**Routed metal per tile**

Scale bar: 50 um. 33 x 33 tiles, from dark purple (low) to yellow (high), scaled to the fullest tile. Values are wire area over tile area, all layers added.
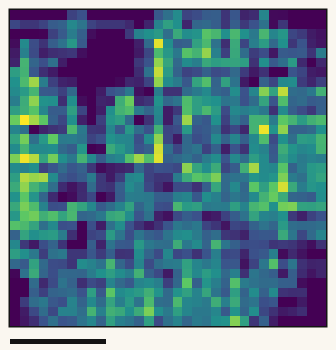
**Congestion heat map**

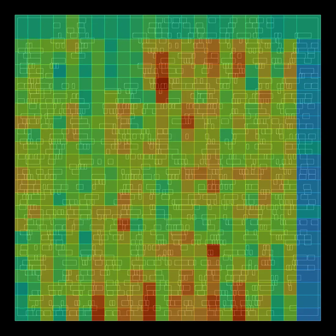
**Wires at chosen ports, followed through buffers**

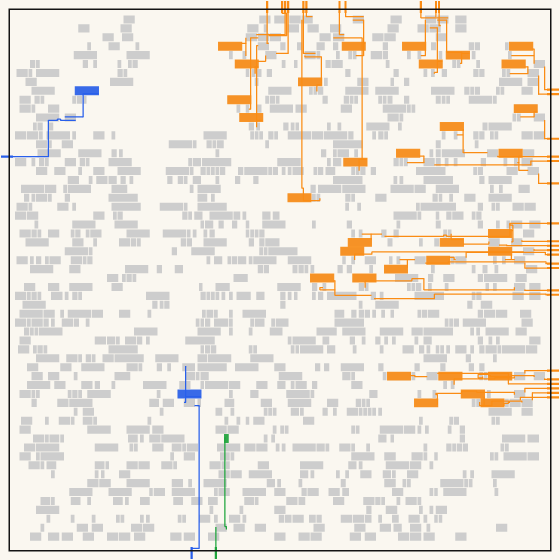
**Placement by cell class**

Scale bar: 50 um.
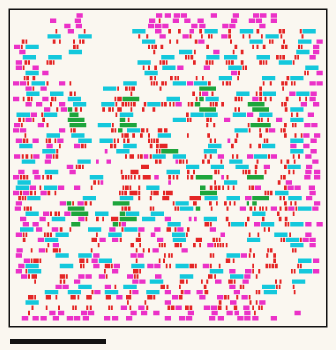
**Sizing map**

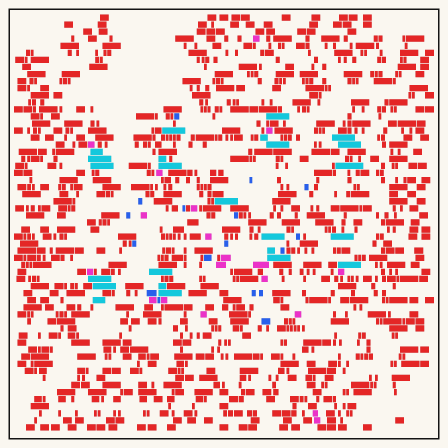
==> config.mk <==
export PLATFORM = sky130hd
export DESIGN_NAME = sdram_port_arbiter
export DESIGN_NICKNAME = d
export VERILOG_FILES = /design/src/rtl/sdram_pkg.sv /design/src/rtl/sdram_window_check.sv /design/src/rtl/sdram_port_arbiter.sv
export SDC_FILE = /design/constraint.sdc
export NUM_CORES = 1
export LEC_CHECK = 0
export ABC_AREA = 1
export CAP_MARGIN = 15
export CELL_PAD_IN_SITES_DETAIL_PLACEMENT = 0
export CELL_PAD_IN_SITES_GLOBAL_PLACEMENT = 2
export CORE_UTILIZATION = 23
export DETAILED_ROUTE_END_ITERATION = 16
export PLACE_DENSITY_LB_ADDON = 0.1
export SLEW_MARGIN = 30
export SYNTH_ARGS = -nofsm -noshare
export SYNTH_HDL_FRONTEND = slang
export SYNTH_SLANG_ARGS = --single-unit
==> constraint.sdc <==
create_clock -name clk -period 4.8 [get_ports clk]
set_input_delay 0.72 -clock clk [delete_from_list [all_inputs] [get_ports clk]]
set_output_delay 0.72 -clock clk [all_outputs]
set_load 0.1 [all_outputs]
==> src/rtl/sdram_pkg.sv <==
// Shared definitions for the SDRAM front end: transfer sizes, arbiter states,
// grant encodings and the default SDRAM window base.
package sdram_pkg;

  localparam logic [1:0] SIZE_BYTE = 2'd0;
  localparam logic [1:0] SIZE_HALF = 2'd1;
  localparam logic [1:0] SIZE_WORD = 2'd2;

  typedef enum logic [1:0] {
    ARB_IDLE  = 2'd0,
    ARB_ISSUE = 2'd1,
    ARB_WAIT  = 2'd2,
    ARB_DONE  = 2'd3
  } arb_state_e;

  localparam logic GRANT_I = 1'b0;
  localparam logic GRANT_D = 1'b1;

  localparam logic [31:0] DEFAULT_SDRAM_BASE = 32'h0001_0000;

  // Read data returned to a master whose request timed out.
  localparam logic [31:0] TIMEOUT_RDATA = 32'hDEAD_BEEF;

endpackage

==> src/rtl/sdram_window_check.sv <==
// Combinational SDRAM window decode: an address is in the window when it is
// at or above SDRAM_BASE and bit 31 is clear. Shared by all bus masters.
module sdram_window_check
  import sdram_pkg::*;
#(
  parameter logic [31:0] SDRAM_BASE = DEFAULT_SDRAM_BASE
) (
  input  logic [31:0] addr,
  output logic        in_window
);

  assign in_window = !addr[31] && (addr >= SDRAM_BASE);

endmodule

==> src/rtl/sdram_port_arbiter.sv <==
// Arbiter between the instruction-fetch port and the load/store port in front
// of the SDRAM controller. One request at a time is registered onto mem_*,
// held until mem_data_valid (or a timeout), then completed with a one-cycle
// ready pulse to the granted port. Out-of-window requests complete locally
// with an error. Define ARB_ROUND_ROBIN_EN to resolve simultaneous requests
// in favour of the port not served last; otherwise data always wins.
module sdram_port_arbiter
  import sdram_pkg::*;
#(
  parameter logic [31:0] SDRAM_BASE = DEFAULT_SDRAM_BASE,
  parameter int unsigned TIMEOUT    = 1024
) (
  input  logic        clk,
  input  logic        reset,
  input  logic        i_req,
  input  logic [31:0] i_addr,
  output logic [31:0] i_rdata,
  output logic        i_ready,
  input  logic        d_req,
  input  logic        d_rw,
  input  logic [1:0]  d_size,
  input  logic [31:0] d_addr,
  input  logic [31:0] d_wdata,
  output logic [31:0] d_rdata,
  output logic        d_ready,
  output logic        d_err,
  output logic        i_err,
  output logic [31:0] mem_address,
  output logic        mem_rw_req,
  output logic        mem_rw,
  output logic [1:0]  mem_size,
  output logic [31:0] mem_write_data,
  input  logic [31:0] mem_read_data,
  input  logic        mem_data_valid
);

  localparam int unsigned    CNT_W    = $clog2(TIMEOUT + 1);
  localparam logic [CNT_W-1:0] CNT_ONE  = CNT_W'(1);
  localparam logic [CNT_W-1:0] CNT_LAST = CNT_W'(TIMEOUT - 1);

  arb_state_e       state_q, state_d;
  logic             grant_q, grant_d;
  logic [CNT_W-1:0] cnt_q, cnt_d;
  logic [31:0]      mem_address_q, mem_address_d;
  logic             mem_rw_req_q, mem_rw_req_d;
  logic             mem_rw_q, mem_rw_d;
  logic [1:0]       mem_size_q, mem_size_d;
  logic [31:0]      mem_write_data_q, mem_write_data_d;
  logic [31:0]      i_rdata_q, i_rdata_d;
  logic [31:0]      d_rdata_q, d_rdata_d;
  logic             i_ready_q, i_ready_d;
  logic             d_ready_q, d_ready_d;
  logic             i_err_q, i_err_d;
  logic             d_err_q, d_err_d;

  logic             pick_d;
  logic [31:0]      sel_addr;
  logic             sel_in_window;
  logic             finish;
  logic             done_err;
  logic [31:0]      done_data;

`ifdef ARB_ROUND_ROBIN_EN
  logic last_grant_q, last_grant_d;

  // On a collision the port that was not served last takes the grant.
  always_comb begin
    pick_d = d_req && (!i_req || (last_grant_q == GRANT_I));
  end

  // Remember which port completed, updated as the DONE state retires.
  always_comb begin
    last_grant_d = (state_q == ARB_DONE) ? grant_q : last_grant_q;
  end

  // last_grant register, starting out as if fetch was served last.
  always_ff @(posedge clk) begin
    if (!reset) begin
      last_grant_q <= GRANT_I;
    end else begin
      last_grant_q <= last_grant_d;
    end
  end
`else
  // Fixed priority: a pending data request always beats fetch.
  always_comb begin
    pick_d = d_req;
  end
`endif

  assign sel_addr = pick_d ? d_addr : i_addr;

  sdram_window_check #(
    .SDRAM_BASE (SDRAM_BASE)
  ) u_window_check (
    .addr      (sel_addr),
    .in_window (sel_in_window)
  );

  // Next-state and next-output logic for the IDLE/ISSUE/WAIT/DONE sequence.
  always_comb begin
    state_d          = state_q;
    grant_d          = grant_q;
    cnt_d            = cnt_q;
    mem_address_d    = mem_address_q;
    mem_rw_req_d     = mem_rw_req_q;
    mem_rw_d         = mem_rw_q;
    mem_size_d       = mem_size_q;
    mem_write_data_d = mem_write_data_q;
    i_rdata_d        = i_rdata_q;
    d_rdata_d        = d_rdata_q;
    i_ready_d        = 1'b0;
    d_ready_d        = 1'b0;
    i_err_d          = 1'b0;
    d_err_d          = 1'b0;
    finish           = 1'b0;
    done_err         = 1'b0;
    done_data        = '0;

    case (state_q)
      ARB_IDLE: begin
        if (i_req || d_req) begin
          grant_d = pick_d ? GRANT_D : GRANT_I;
          if (pick_d) begin
            mem_address_d    = d_addr;
            mem_rw_d         = d_rw;
            mem_size_d       = d_size;
            mem_write_data_d = d_wdata;
          end else begin
            mem_address_d    = i_addr;
            mem_rw_d         = 1'b0;
            mem_size_d       = SIZE_WORD;
            mem_write_data_d = '0;
          end
          if (sel_in_window) begin
            state_d = ARB_ISSUE;
          end else begin
            // Never reaches the controller; completes locally with an error.
            finish    = 1'b1;
            done_err  = 1'b1;
            done_data = '0;
          end
        end
      end
      ARB_ISSUE: begin
        mem_rw_req_d = 1'b1;
        cnt_d        = '0;
        state_d      = ARB_WAIT;
      end
      ARB_WAIT: begin
        cnt_d = cnt_q + CNT_ONE;
        if (mem_data_valid) begin
          // Drop rw_req on the valid edge so the controller never re-samples it.
          mem_rw_req_d = 1'b0;
          finish       = 1'b1;
          done_data    = mem_read_data;
        end else if (cnt_q == CNT_LAST) begin
          mem_rw_req_d = 1'b0;
          finish       = 1'b1;
          done_err     = 1'b1;
          done_data    = TIMEOUT_RDATA;
        end
      end
      ARB_DONE: begin
        state_d = ARB_IDLE;
      end
      default: begin
        state_d = ARB_IDLE;
      end
    endcase

    // Entering DONE: the granted port sees ready/err during the DONE cycle.
    if (finish) begin
      state_d = ARB_DONE;
      if (grant_d == GRANT_D) begin
        d_ready_d = 1'b1;
        d_err_d   = done_err;
        d_rdata_d = done_data;
      end else begin
        i_ready_d = 1'b1;
        i_err_d   = done_err;
        i_rdata_d = done_data;
      end
    end
  end

  // State and output registers; reset abandons any transaction in flight.
  always_ff @(posedge clk) begin
    if (!reset) begin
      state_q          <= ARB_IDLE;
      grant_q          <= GRANT_I;
      cnt_q            <= '0;
      mem_address_q    <= '0;
      mem_rw_req_q     <= 1'b0;
      mem_rw_q         <= 1'b0;
      mem_size_q       <= '0;
      mem_write_data_q <= '0;
      i_rdata_q        <= '0;
      d_rdata_q        <= '0;
      i_ready_q        <= 1'b0;
      d_ready_q        <= 1'b0;
      i_err_q          <= 1'b0;
      d_err_q          <= 1'b0;
    end else begin
      state_q          <= state_d;
      grant_q          <= grant_d;
      cnt_q            <= cnt_d;
      mem_address_q    <= mem_address_d;
      mem_rw_req_q     <= mem_rw_req_d;
      mem_rw_q         <= mem_rw_d;
      mem_size_q       <= mem_size_d;
      mem_write_data_q <= mem_write_data_d;
      i_rdata_q        <= i_rdata_d;
      d_rdata_q        <= d_rdata_d;
      i_ready_q        <= i_ready_d;
      d_ready_q        <= d_ready_d;
      i_err_q          <= i_err_d;
      d_err_q          <= d_err_d;
    end
  end

  assign i_rdata        = i_rdata_q;
  assign i_ready        = i_ready_q;
  assign i_err          = i_err_q;
  assign d_rdata        = d_rdata_q;
  assign d_ready        = d_ready_q;
  assign d_err          = d_err_q;
  assign mem_address    = mem_address_q;
  assign mem_rw_req     = mem_rw_req_q;
  assign mem_rw         = mem_rw_q;
  assign mem_size       = mem_size_q;
  assign mem_write_data = mem_write_data_q;

endmodule

==> results.txt <==
Antenna-violating nets left: 0
Crit start category: flip-flop
Sequential Power Share: 25.8%
Period minus WS final: 3405 ps
Final worst path period share: 70.94%
Power Density: 677.7 mW/mm2
Post-CTS Resized: 0
Layout Skew: 12.06 ps
Nets: 1218
Setup TNS Final: 0 ps
Met3 wire length: 1680 um
Avg Cell Area, Syn: 7.303 um2
Worst Tran Pin Value: 1043 ps
CP max FO: 33
Rel. slew slack: 30.22%
Final-layout clock-cell area share: 6.030%
Router iterations before antenna repair: 5
Slowest stage delay, CP: 540 ps
Max_cap viols: 0
EDFF count, synth: 0
Share of flip-flops with an asynchronous set or reset: 0%
Yosys xor share: 0%
Hold Path Origin: mem_write_data[7]
Critical-path top delay cell: clkinv_2
Dominant logic cell type in the layout: clkdlybuf4s50_1
Min-Delay Path Depth: 2
OpenROAD warning count: 29
Worst-path cell chain: inv_1 > ha_1 > buf_4 > nand2_1 > o21a_1 > nand3_4 > nand2_4 > clkinv_2 > nand2_1 > a21oi_1
Placed cell count: 1393
Reg2reg setup slack: 1400 ps
CP startpoint: state_q[0]
CP required: 5060 ps
Pint: 3060 uW
Clock group: 1320 uW
Placed Area: 0.008977 mm2
P_seq: 1670 uW
Final tally of hold violations: 0
Met1 usage: 20.74%
Largest net degree at the start of global routing: 74
Layout cell share with drive strength beyond 1: 5.505%
Status: completed
Mi-comb count: 586
Combinational Area: 0.002653 mm2
WP depth: 10
Die height: 164.7 um
H-Tree Depth: 4
Wire length on met1: 10010 um
First-pass GRT wire length: 33010 um
Syn Inst Count: 834
## Picture notes: 'routed metal per tile'
mean over tiles = 0.13
nearly empty tiles = 9.4%
densest ninth of the die = east
fullest tile = 0.37
Via Count: 6083
GRT Total Usage: 16.07%

## Picture notes: 'congestion heat map'
Routed WL per cell: 15.16 um
GRT Max-Usage Layer: met2
routing usage on met3: 5.776%
final core occ: 36.73%

## Picture notes: 'wires at chosen ports, followed through buffers'
`mem_size` -> blue  # direction output, end cells 2, buffers 2, wire 112 um
`d_rdata` -> orange  # direction output, end cells 32, buffers 32, wire 1080 um
`i_req` -> green  # direction input, end cells 1, buffers 1, wire 35.1 um
Ports: 272
# port buffers: 271

## Picture notes: 'placement by cell class'
clock drivers and dummy loads -> green  # cells 32, share of their area 6.3%
registers -> cyan  # cells 150, share of their area 33%
remaining buffers and delay cells -> magenta  # cells 279, share of their area 30%
remaining logic cells -> red  # cells 629, share of their area 31%
sequential cell area share: 31.46%
# rows: 59
Core Region: 0.02598 mm2
Finished Cell Area: 0.009545 mm2

## Picture notes: 'sizing map'
x1 and smaller -> red  # cells 1030, share 94%
x6 and larger -> cyan  # cells 24, share 2.2%
x2 -> blue  # cells 17, share 1.6%
x3 and x4 -> magenta  # cells 19, share 1.7%
crit path setup slack, layout: 1395 ps
buffers outside the clock class: 279
area grow syn2layout: 56.72%

worst paths after layout:
path | end
hold reg to reg | mem_write_data[7]
setup / recovery | i_rdata[17]
hold / removal | mem_write_data[7]
setup reg to reg | i_rdata[17]
Yosys cell counts, types with 2 or more instances:
cell type    n  area share (%)
or2_1        5            0.51
nand3_1     28             2.3
o21ai_1     28             2.3
nor3_1       2            0.16
ha_1         5             1.0
buf_1        3            0.18
buf_6        5            0.92
o21ai_0     44             3.6
nand2_1    196              12
nor2_1     177              11
inv_1       39             2.4
a311oi_1    16             2.3
a21oi_1     59             4.8
nand4_1      3            0.31
nand2_4      2            0.37
buf_4        5            0.62
a211oi_1    12             1.5
buf_2        6            0.49
inv_2        2            0.12
dfxtp_1    150              49
clkbuf_1    36             2.2
No activity file was given, so power comes from the tool's default toggle rates.
